===== config.mk =====
export PLATFORM = sky130hd
export DESIGN_NAME = branch_sequencer_flat
export DESIGN_NICKNAME = d
export VERILOG_FILES = /design/src/rtl/branch_sequencer_if.sv /design/src/rtl/branch_sequencer.sv /design/src/flat_wrapper.sv
export SDC_FILE = /design/constraint.sdc
export NUM_CORES = 1
export LEC_CHECK = 0
export ABC_AREA = 1
export ABC_CLOCK_PERIOD_IN_PS = 2580
export CORE_AREA = 3 3 81 160
export CTS_CLUSTER_DIAMETER = 60
export DETAILED_ROUTE_END_ITERATION = 10
export DIE_AREA = 0 0 84 163
export PLACE_DENSITY = 0.86
export SYNTH_ARGS = -nofsm -noshare
export SYNTH_HDL_FRONTEND = slang
export SYNTH_SLANG_ARGS = --single-unit

===== constraint.sdc =====
create_clock -name i_clk -period 2.58 [get_ports i_clk]
set_input_delay 0.387 -clock i_clk [delete_from_list [all_inputs] [get_ports i_clk]]
set_output_delay 0.387 -clock i_clk [all_outputs]
set_load 0.01 [all_outputs]

===== src/rtl/branch_sequencer_if.sv =====
// Fetch, execute and link handshake between the sequencer (master) and memory/datapath (slave).
// Pure wiring; it adds no latency and no flow control of its own.
interface branch_sequencer_if #(
  parameter int ADDR_W = 32
);
  logic              fetch_req;
  logic              fetch_ack;
  logic [5:0]        opcode;
  logic [ADDR_W-1:0] imm;
  logic [31:0]       rs_val;
  logic              alu_carry;
  logic              carry_we;
  logic              exec_done;
  logic              link_we;
  logic [ADDR_W-1:0] link_data;
  logic              taken;

  modport master (
    output fetch_req, link_we, link_data, taken,
    input  fetch_ack, opcode, imm, rs_val, alu_carry, carry_we, exec_done
  );

  modport slave (
    input  fetch_req, link_we, link_data, taken,
    output fetch_ack, opcode, imm, rs_val, alu_carry, carry_we, exec_done
  );
endinterface


===== src/rtl/branch_sequencer.sv =====
// KGP-RISC fetch/execute sequencer: owns PC and carry, resolves branches; branch PC lands 2 cycles after fetch_ack.
// Backpressure: waits in FETCH for fetch_ack (only while i_run) and in EXEC for exec_done on non-branch ops.
module branch_sequencer #(
  parameter int                ADDR_W   = 32,
  parameter logic [ADDR_W-1:0] RESET_PC = '0,
  parameter int                PC_INC   = 4,
  parameter int                CNT_W    = 16
) (
  input  logic                i_clk,
  input  logic                i_rst_n,
  input  logic                i_run,
  branch_sequencer_if.master  bus,
  output logic [ADDR_W-1:0]   o_pc,
  output logic [CNT_W-1:0]    o_taken_cnt,
  output logic [1:0]          o_state
);

  localparam logic [1:0] S_FETCH  = 2'd0;
  localparam logic [1:0] S_EXEC   = 2'd1;
  localparam logic [1:0] S_UPDATE = 2'd2;

  localparam logic [5:0] OP_BR   = 6'b100000;
  localparam logic [5:0] OP_B    = 6'b101000;
  localparam logic [5:0] OP_BCY  = 6'b101001;
  localparam logic [5:0] OP_BNCY = 6'b101010;
  localparam logic [5:0] OP_BL   = 6'b101011;
  localparam logic [5:0] OP_BLTZ = 6'b110000;
  localparam logic [5:0] OP_BZ   = 6'b110001;
  localparam logic [5:0] OP_BNZ  = 6'b110010;

  localparam logic [ADDR_W-1:0] LP_INC = ADDR_W'(PC_INC);

  logic [1:0]        r_state;
  logic [ADDR_W-1:0] r_pc;
  logic              r_carry;
  logic [CNT_W-1:0]  r_cnt;
  logic [5:0]        r_opcode;
  logic [ADDR_W-1:0] r_imm;
  logic              r_take;
  logic [ADDR_W-1:0] r_target;

  logic              w_is_branch;
  logic              w_cond;
  logic [ADDR_W-1:0] w_tgt_raw;
  logic [ADDR_W-1:0] w_target;
  logic [ADDR_W-1:0] w_pc_inc;
  logic              w_in_exec;

  always_comb begin
    w_is_branch = 1'b1;
    w_cond      = 1'b0;
    case (r_opcode)
      OP_B, OP_BL, OP_BR: w_cond = 1'b1;
      OP_BCY:             w_cond = r_carry;
      OP_BNCY:            w_cond = ~r_carry;
      OP_BLTZ:            w_cond = bus.rs_val[31];
      OP_BZ:              w_cond = (bus.rs_val == 32'd0);
      OP_BNZ:             w_cond = (bus.rs_val != 32'd0);
      default:            w_is_branch = 1'b0;
    endcase
  end

  assign w_tgt_raw = (r_opcode == OP_BR) ? ADDR_W'(bus.rs_val) : r_imm;
  assign w_target  = {w_tgt_raw[ADDR_W-1:2], 2'b00};
  assign w_pc_inc  = r_pc + LP_INC;
  assign w_in_exec = (r_state == S_EXEC);

  assign bus.fetch_req = (r_state == S_FETCH) && i_run;
  assign bus.link_we   = w_in_exec && (r_opcode == OP_BL);
  assign bus.link_data = w_pc_inc;
  assign bus.taken     = w_in_exec && w_is_branch && w_cond;

  assign o_pc        = r_pc;
  assign o_taken_cnt = r_cnt;
  assign o_state     = r_state;

  always_ff @(posedge i_clk or negedge i_rst_n) begin
    if (!i_rst_n) begin
      r_state  <= S_FETCH;
      r_pc     <= RESET_PC;
      r_carry  <= 1'b0;
      r_cnt    <= '0;
      r_opcode <= '0;
      r_imm    <= '0;
      r_take   <= 1'b0;
      r_target <= '0;
    end else begin
      case (r_state)
        S_FETCH: begin
          if (i_run && bus.fetch_ack) begin
            r_opcode <= bus.opcode;
            r_imm    <= bus.imm;
            r_state  <= S_EXEC;
          end
        end
        S_EXEC: begin
          // Branches resolve in one cycle; carry_we is only honoured for datapath ops.
          if (w_is_branch) begin
            r_take   <= w_cond;
            r_target <= w_target;
            if (w_cond && (r_cnt != '1)) r_cnt <= r_cnt + CNT_W'(1);
            r_state  <= S_UPDATE;
          end else begin
            r_take <= 1'b0;
            if (bus.carry_we) r_carry <= bus.alu_carry;
            if (bus.exec_done) r_state <= S_UPDATE;
          end
        end
        S_UPDATE: begin
          r_pc    <= r_take ? r_target : w_pc_inc;
          r_state <= S_FETCH;
        end
        default: r_state <= S_FETCH;
      endcase
    end
  end

endmodule


===== src/flat_wrapper.sv =====
// flat-port wrapper written by rule: the top's interface ports become plain ports
module branch_sequencer_flat 
#(
  parameter int                ADDR_W   = 32,
  parameter logic [ADDR_W-1:0] RESET_PC = '0,
  parameter int                PC_INC   = 4,
  parameter int                CNT_W    = 16
)
  (i_clk, i_rst_n, i_run, o_pc, o_taken_cnt, o_state, bus_fetch_req, bus_link_we, bus_link_data, bus_taken, bus_fetch_ack, bus_opcode, bus_imm, bus_rs_val, bus_alu_carry, bus_carry_we, bus_exec_done);
  branch_sequencer_if #(.ADDR_W(ADDR_W)) bus_i ();
  input  logic i_clk;
  input  logic i_rst_n;
  input  logic i_run;
  output logic [ADDR_W-1:0] o_pc;
  output logic [CNT_W-1:0] o_taken_cnt;
  output logic [1:0] o_state;
  output wire logic [$bits(bus_i.fetch_req)-1:0] bus_fetch_req;
  output wire logic [$bits(bus_i.link_we)-1:0] bus_link_we;
  output wire logic [$bits(bus_i.link_data)-1:0] bus_link_data;
  output wire logic [$bits(bus_i.taken)-1:0] bus_taken;
  input wire logic [$bits(bus_i.fetch_ack)-1:0] bus_fetch_ack;
  input wire logic [$bits(bus_i.opcode)-1:0] bus_opcode;
  input wire logic [$bits(bus_i.imm)-1:0] bus_imm;
  input wire logic [$bits(bus_i.rs_val)-1:0] bus_rs_val;
  input wire logic [$bits(bus_i.alu_carry)-1:0] bus_alu_carry;
  input wire logic [$bits(bus_i.carry_we)-1:0] bus_carry_we;
  input wire logic [$bits(bus_i.exec_done)-1:0] bus_exec_done;
  assign bus_fetch_req = bus_i.fetch_req;
  assign bus_link_we = bus_i.link_we;
  assign bus_link_data = bus_i.link_data;
  assign bus_taken = bus_i.taken;
  assign bus_i.fetch_ack = bus_fetch_ack;
  assign bus_i.opcode = bus_opcode;
  assign bus_i.imm = bus_imm;
  assign bus_i.rs_val = bus_rs_val;
  assign bus_i.alu_carry = bus_alu_carry;
  assign bus_i.carry_we = bus_carry_we;
  assign bus_i.exec_done = bus_exec_done;
  branch_sequencer #(.ADDR_W(ADDR_W), .RESET_PC(RESET_PC), .PC_INC(PC_INC), .CNT_W(CNT_W)) u_core (.i_clk(i_clk), .i_rst_n(i_rst_n), .i_run(i_run), .bus(bus_i), .o_pc(o_pc), .o_taken_cnt(o_taken_cnt), .o_state(o_state));
endmodule

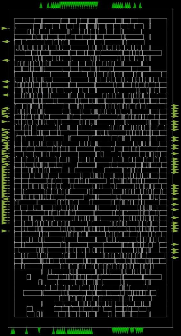
Fig. 1. Placed standard cells.
number of standard cells in the layout, taps in and fillers out: 1175
filler cell count in the final layout: 799
n_taps: 145

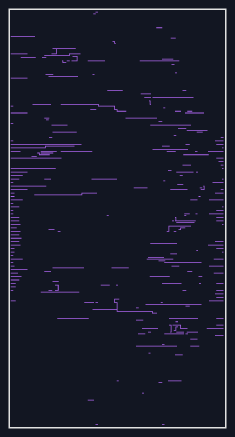
Fig. 2. M3 wires.
nets with wire on the layer: 172
share of all routed wire: 5.0%
wire length on this layer: 994 um
longest straight run: 27.4 um
aggregate routed wire length: 19700 um
routed vias: 6497
grt met3 use: 4.86%

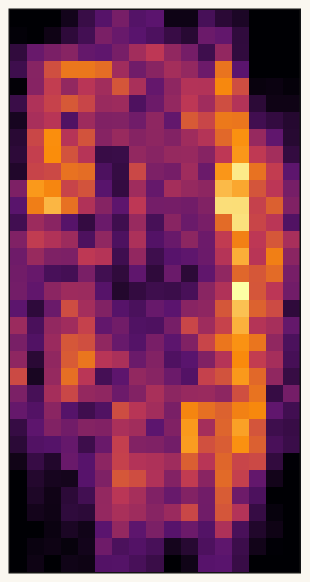
Fig. 3. Wiring heat map.
17 x 33 tiles, from black (low) to pale yellow (high), scaled to the fullest tile. Values are wire area over tile area, all layers added.
fullest tile: 0.69
tiles over half the peak: 22%
emptiest ninth of the die: south-west
densest ninth of the die: east
GRT Total Usage: 28.6%
per-cell routed wire length: 16.8 um

==> results.sh <==
# physical design summary
export IMPL_lay_top_cells="165 x sky130_fd_sc_hd__nand2_1, 133 x sky130_fd_sc_hd__clkdlybuf4s50_1, 110 x sky130_fd_sc_hd__dfrtp_1"
export IMPL_power_frac_comb_pct=39.5
export IMPL_run_status="finished with violations"
export IMPL_critical_path_arrival_ps=2280
export IMPL_comb_multi_input_count=572
export IMPL_finalWorstSetupSlack_ps=-87.1
export IMPL_power_frac_seq_pct=34.3
export IMPL_inverters=102
export IMPL_drt_drc_violations_left=0
export IMPL_m1WireLength_um=6900
export IMPL_achievable_frequency_ghz=0.375
export IMPL_finalCritPeriodShare_pct=103
export IMPL_common_cells="173 x sky130_fd_sc_hd__nand2_1, 116 x sky130_fd_sc_hd__dfrtp_1, 115 x sky130_fd_sc_hd__nor2_1"
export IMPL_max_slew_worst_pin_slew_ps=620
export IMPL_critical_path_reg2reg_endpoint="u_core.o_taken_cnt[4]"
export IMPL_final_setup_viol_count=2
export IMPL_avgSynthCellArea_um2=7.73
export IMPL_core_region_area_um2=11800
export IMPL_met1_usage_grt_pct=30.8
export IMPL_numSynthFlops=116
export IMPL_violated_checks="negative setup slack"
